### config.mk
export PLATFORM = sky130hd
export DESIGN_NAME = pulse_to_level_stretcher
export DESIGN_NICKNAME = d
export VERILOG_FILES = /design/src/rtl/pulse_to_level_stretcher.sv
export SDC_FILE = /design/constraint.sdc
export NUM_CORES = 1
export LEC_CHECK = 0
export CAP_MARGIN = 40
export CORE_UTILIZATION = 35
export DETAILED_ROUTE_END_ITERATION = 8
export MAX_ROUTING_LAYER = met4
export PLACE_DENSITY_LB_ADDON = 0.05
export SLEW_MARGIN = 5
export SYNTH_ARGS = -nofsm -noshare
export SYNTH_HDL_FRONTEND = slang
export SYNTH_SLANG_ARGS = --single-unit
### constraint.sdc
create_clock -name CLK -period 3.2 [get_ports CLK]
set_clock_uncertainty 0.1 [all_clocks]
set_input_delay 0.32 -clock CLK [delete_from_list [all_inputs] [get_ports CLK]]
set_output_delay 0.32 -clock CLK [all_outputs]
set_load 0.02 [all_outputs]
### src/rtl/pulse_to_level_stretcher.sv
// Stretches a single-cycle strobe into a level held for Hold_Cycles clocks, with
// optional retrigger and a post-level lockout gap; flags completion and dropped strobes.
module pulse_to_level_stretcher #(
  parameter int unsigned CNT_W      = 16,
  parameter bit          RETRIGGER  = 1'b1,
  parameter int unsigned GAP_CYCLES = 0
) (
  input  logic             CLK,
  input  logic             Reset_N,
  input  logic             Pulse_In,
  input  logic [CNT_W-1:0] Hold_Cycles,
  output logic             Level_Out,
  output logic             Busy,
  output logic             Done_Pulse,
  output logic             Dropped_Pulse
);

  localparam int unsigned      GAP_W    = (GAP_CYCLES > 1) ? $clog2(GAP_CYCLES) : 1;
  localparam logic [GAP_W-1:0] GAP_LOAD = (GAP_CYCLES > 0) ? GAP_W'(GAP_CYCLES - 1) : '0;

  typedef enum logic [1:0] {IDLE, HOLD, GAP} state_t;

  state_t           state;
  logic [CNT_W-1:0] cnt;
  logic [GAP_W-1:0] gap_cnt;
  logic [CNT_W-1:0] load_val;

  // A zero length still yields a one-cycle level.
  assign load_val = (Hold_Cycles == '0) ? '0 : Hold_Cycles - CNT_W'(1);

  always_ff @(posedge CLK or negedge Reset_N) begin
    if (!Reset_N) begin
      state         <= IDLE;
      cnt           <= '0;
      gap_cnt       <= '0;
      Level_Out     <= 1'b0;
      Busy          <= 1'b0;
      Done_Pulse    <= 1'b0;
      Dropped_Pulse <= 1'b0;
    end else begin
      Done_Pulse    <= 1'b0;
      Dropped_Pulse <= 1'b0;
      case (state)
        IDLE: begin
          if (Pulse_In) begin
            state     <= HOLD;
            cnt       <= load_val;
            Level_Out <= 1'b1;
            Busy      <= 1'b1;
          end
        end
        HOLD: begin
          if (Pulse_In && RETRIGGER) begin
            cnt <= load_val;
          end else begin
            // A dropped strobe does not disturb the countdown, even on its last cycle.
            if (Pulse_In) Dropped_Pulse <= 1'b1;
            if (cnt != '0) begin
              cnt <= cnt - CNT_W'(1);
            end else begin
              Level_Out  <= 1'b0;
              Done_Pulse <= 1'b1;
              if (GAP_CYCLES > 0) begin
                state   <= GAP;
                gap_cnt <= GAP_LOAD;
              end else begin
                state <= IDLE;
                Busy  <= 1'b0;
              end
            end
          end
        end
        GAP: begin
          Dropped_Pulse <= Pulse_In;
          if (gap_cnt == '0) begin
            state <= IDLE;
            Busy  <= 1'b0;
          end else begin
            gap_cnt <= gap_cnt - GAP_W'(1);
          end
        end
        default: begin
          state     <= IDLE;
          Level_Out <= 1'b0;
          Busy      <= 1'b0;
        end
      endcase
    end
  end

endmodule
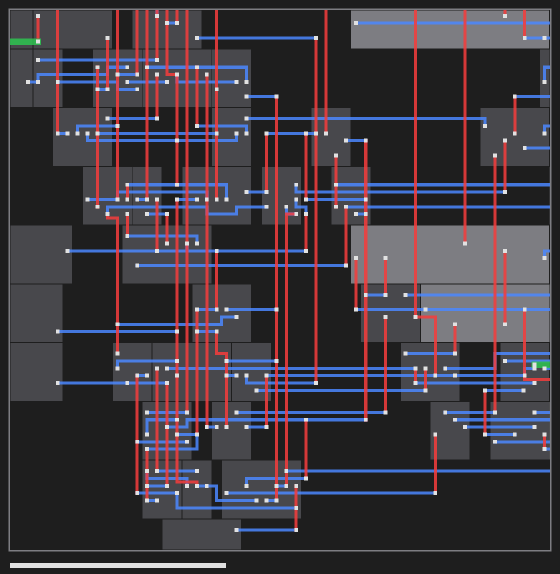
zoom.png
Bar = 10 um. Region (4, 4) to (29, 29) um. Cells in gray, sequential cells in the stronger gray; small squares are vias.
Key: red = met2; green = met3; blue = met1
Most frequent: clkdlybuf4s50_1 (5). 37 logic cells have their middle in the window. Sequential cells in the window: 3. Netlist names of flops here include cnt (3).

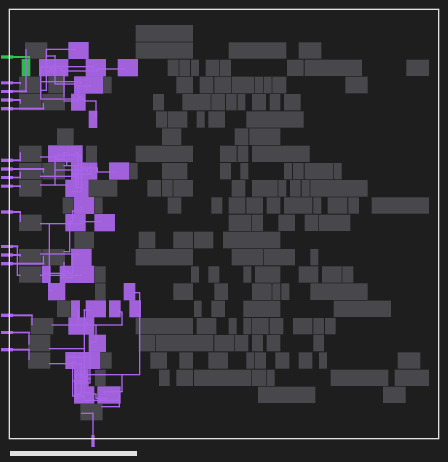
port_nets.png
Bar = 20 um.
Key: purple = Hold_Cycles [bits 16, direction input, end cells 36, buffers 16, wire 381 um]; green = Dropped_Pulse [bits 1, direction output, end cells 1, buffers 0, wire 3.40 um]
number of ports placed on the die boundary: 23
Port Buffers: 21

==> notes.md <==
Notes on the flow run.

- The last timing report of the flow puts the setup violation total at 0.
- The number of hold buffers added after CTS is 0, for reference.
- The maximum number of pins on one net before global-route repair is 27, for reference.
- The area fraction of the largest cell type after synthesis is roughly 30%.
- Setup repair after global routing left no endpoint under its margin.
- By area the synthesized netlist is led by dfrtp_1 30%, xor2_1 5.8%, nor4_1 4.6%.
- The clock tree from TritonCTS is done, for reference.
- The first detailed-routing pass ran for 4 iterations.
- The flow ran to the end, and the final reports show no timing, DRC or antenna violations.
- The cell area that synthesis handed to floorplanning was 1510 um2.
- The worst max-slew margin expressed relative to the limit is between 50% and 60%, for reference.
- The share of post-route cells with drive strength above 1 is about 8.6%, for reference.
- Max-slew check failures listed in the final report amount to 0.
- The die span in x is between 60 and 70 um, for reference.
- Overall power consumption after layout is estimated at approximately 0.63 mW.
- The count of nets after finishing is between 200 and 250, for reference.
- In this build the clock could be raised as far as ~400 MHz.
- The die outline area is about 4600 um2, for reference.
- TritonRoute reported its final design rule violation total as 0.
- Per the Yosys statistics, synthesis produced roughly 180 cells.
- The net count after synthesis is roughly 200, for reference.
- After routing, the total negative slack on setup checks comes to 0 ns.
- According to the floorplan report, the die height is slightly below 70 um.
- The overflow left after global routing is 0, for reference.
- Sorting the synthesized cells by how often they occur yields 18 x dfrtp_1, 16 x nor2_1, 11 x a21oi_1, 11 x nor4_1.
- The start-to-end type of the worst setup path is flop to flop, for reference.
- The cell leakage power is 0.642 nW, for reference.
- Per the post-route antenna check, the number of violating nets is 0.
- The worst VDD IR drop from the latest analysis is about 0.00016 V.
- The worst hold slack is roughly 0.28 ns, for reference.
- The number of distinct library cells after synthesis is 50, for reference.
- Per the post-CTS timing run, clock transition at the registers of the reported paths is roughly 0.070 ns.
- Across all stage logs, warnings added up to 27.
- In this run the deepest clock path goes through 2 buffers.
- After clock tree synthesis, the setup repair step added 0 buffers.
- The post-synthesis chip area from yosys is around 1500 um2, for reference.
- The count of H-tree levels built during CTS is 1, for reference.
- Per the run summary, max-cap violations total 0.
- The minimum clock period is roughly 2.5 ns, for reference.
- The mean number of vias per cell is about 5.8, for reference.
- The OpenROAD report gives the critical path a required time of roughly 3.2 ns.
- For reference, the post-synthesis area per instance comes to ~8.4 um2.
- STA reports the tightest min-delay check as being of type input pin to asynchronous set/reset pin.
- The power density over the cells is 349 nW/um2, for reference.
- Sequential elements use between 20 and 30% of the synthesized area.
- The repair_antennas step left the layout with diodes totalling 0.
- After synthesis, the share of flip-flops with an asynchronous set or reset is 100%.
- The number of antenna violations at the first check in global routing is 0, for reference.
- The finished layout reports a core utilization of between 40% and 50%.
- The total of cells resized after clock tree synthesis is 0, for reference.
- After layout, the worst setup slack is 0.710 ns.
- For the worst-skew pair, the clock arrives at the later sink with an insertion delay of ~0.25 ns.
- The initialized floorplan defines 23 standard-cell rows.
- Detailed-route iteration 0 reported a violation count of roughly 64.
- Prior to clock tree synthesis, the placed netlist has a worst setup slack of between 0.6 and 0.7 ns.
- The area overhead of the layout relative to synthesis is 19.0%, for reference.
- The arrival time of data at the critical path endpoint is roughly 2.5 ns, for reference.
- The final number of hold-violating endpoints is 0, for reference.
- The root buffer cell is clkbuf_8, for reference.
- STA classifies the critical path startpoint as a flop.
- The total clock buffers created by CTS is 3, for reference.
- For the pin with the worst max-slew slack, the measured transition is 0.657 ns.
- Summed over all instances, the cell type with the most area after synthesis is dfrtp_1.
- The number of global-route vias before repair is 1413, for reference.
- The total area inside the core boundary comes to between 4000 and 5000 um2.
- The first global-routing pass estimated around 6.7 mm of wire.
- The starting density of the core is roughly 37%, for reference.
- Per the synth stats, the flop cell with the highest instance count is dfrtp_1.
- The detailed router reported a total wirelength of about 3.9 mm.
- The most common cell in the synthesized netlist is dfrtp_1.
- In the placement report, post-DP HPWL is listed as 3.02 mm.
- CTS saw 18 sinks.
- Dividing the detail-routed wire length by the instance count gives 15.9 um.
- The post-synth count of flops with an enable pin is 0.
- The routed layout has 1426 vias.
- The total of warnings raised by yosys is 0, for reference.
- The synthesized netlist cell count is around 180, for reference.
- The final weighted congestion recorded by global placement is roughly 0.84.
- The number of register bits inferred by synthesis is 18, for reference.
- The worst-path maximum fanout is 8, for reference.
- In the finished design, the share of the clock period the worst path needs comes to 77.8%.
- The worst setup path is captured at a flop.
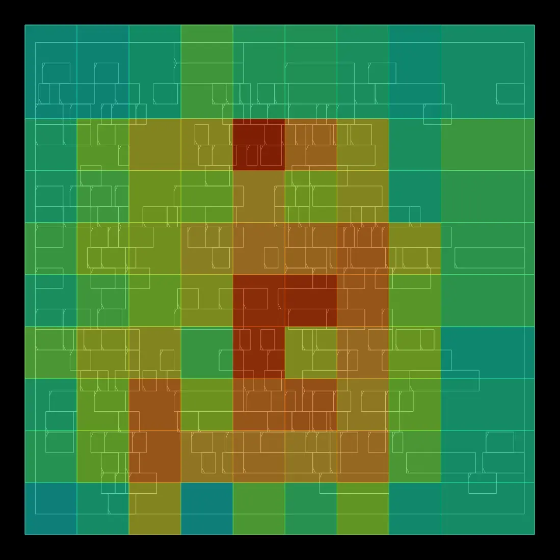
final_congestion.png
met2 Usage GRT: 31.9%
total routing resource utilization after global routing: 20.1%

==> cells by family (layout without fill, tap and decap cells) <==
group,after synthesis,count (layout),share of synthesized area (%)
simple gates,78,78,30.7
xor+xnor,15,15,8.72
mux,2,2,1.41
compound gates,45,45,20.2
flops,18,18,29.9
buf+inv,17,35,6.31
fa+ha+maj,3,3,2.49
other cells,1,1,0.249
==> sequential cells by signal, indices dropped and copies added, names as in the netlist <==
| register | count |
|---|---|
| Level_Out | 1 |
| Done_Pulse | 1 |
| cnt | 16 |
==> critical path, stage by stage (launching register included) <==
cell and delay (ns):
dfrtp_1 0.44, inv_1 0.11, ha_1 0.14, or4b_4 0.50, o41a_1 0.62, nor2_4 0.18
inv_2 0.10, nor2_1 0.12, nor3_2 0.06
==> report_power, final <==
| group | internal, mW | total (mW) | switching (mW) | leakage, nW |
|---|---|---|---|---|
| Combinational | 0.0811 | 0.171 | 0.0901 | 0.409 |
| Clock | 0.0837 | 0.161 | 0.0773 | 0.0216 |
| Sequential | 0.253 | 0.294 | 0.0406 | 0.212 |
==> path summary, 6_finish.rpt <==
check	start	endpoint	slack [ns]	cells past startpoint
setup / recovery	cnt[0]	cnt[4]	0.71	8
max in group asynchronous	Reset_N	cnt[5]	2.31	2
hold reg to reg	cnt[14]	Done_Pulse	0.41	1
setup reg to reg	cnt[0]	cnt[4]	0.71	8
min in group CLK	cnt[14]	Done_Pulse	0.41	1
hold / removal	Reset_N	Done_Pulse	0.28	1
==> final cells by class <==
type | instances | area [um2]
fillers | 392 | 2260
flip-flops and latches | 18 | 450
repair buffers | 26 | 255
multi-input cells | 144 | 961
well taps | 50 | 62.6
inverters | 6 | 22.5
clock buffers | 3 | 41.3
==> layer usage <==
layer	up-vias	global-route usage [%]	share of wire (%)
li1	714	-	-
met1	676	27.0	50
met2	32	31.9	46
met3	4	2.20	2.5
met4	0	5.32	1.2
met5	-	-	0
==> layout by cell type (no fill, tap or decap), drive strengths merged, types with 2 or more instances in the layout <==
cell           instances
a31oi                  4
xnor2                  5
nand4b                 2
o22ai                  2
nor3b                  3
nor2                  18
nor4                  13
nand2b                 2
a21oi                 11
o21ai                  9
nand4                  2
ha                     3
nor2b                  2
dfrtp                 18
clkdlybuf4s50         21
inv                    6
nand3                  5
o21a                   4
or4                    4
a211oi                 4
nor3                  10
a311oi                 3
clkbuf                 3
xor2                  10
buf                    5
nand2                 10
==> through the flow <==
stage | instance area (um2) | instances
CTS | 1790 | 247
global route | 1790 | 247
finish | 1790 | 247
floorplan | 1510 | 179
global placement | 1740 | 243
detailed placement | 1750 | 244
Power is estimated from default activity; no workload was simulated.
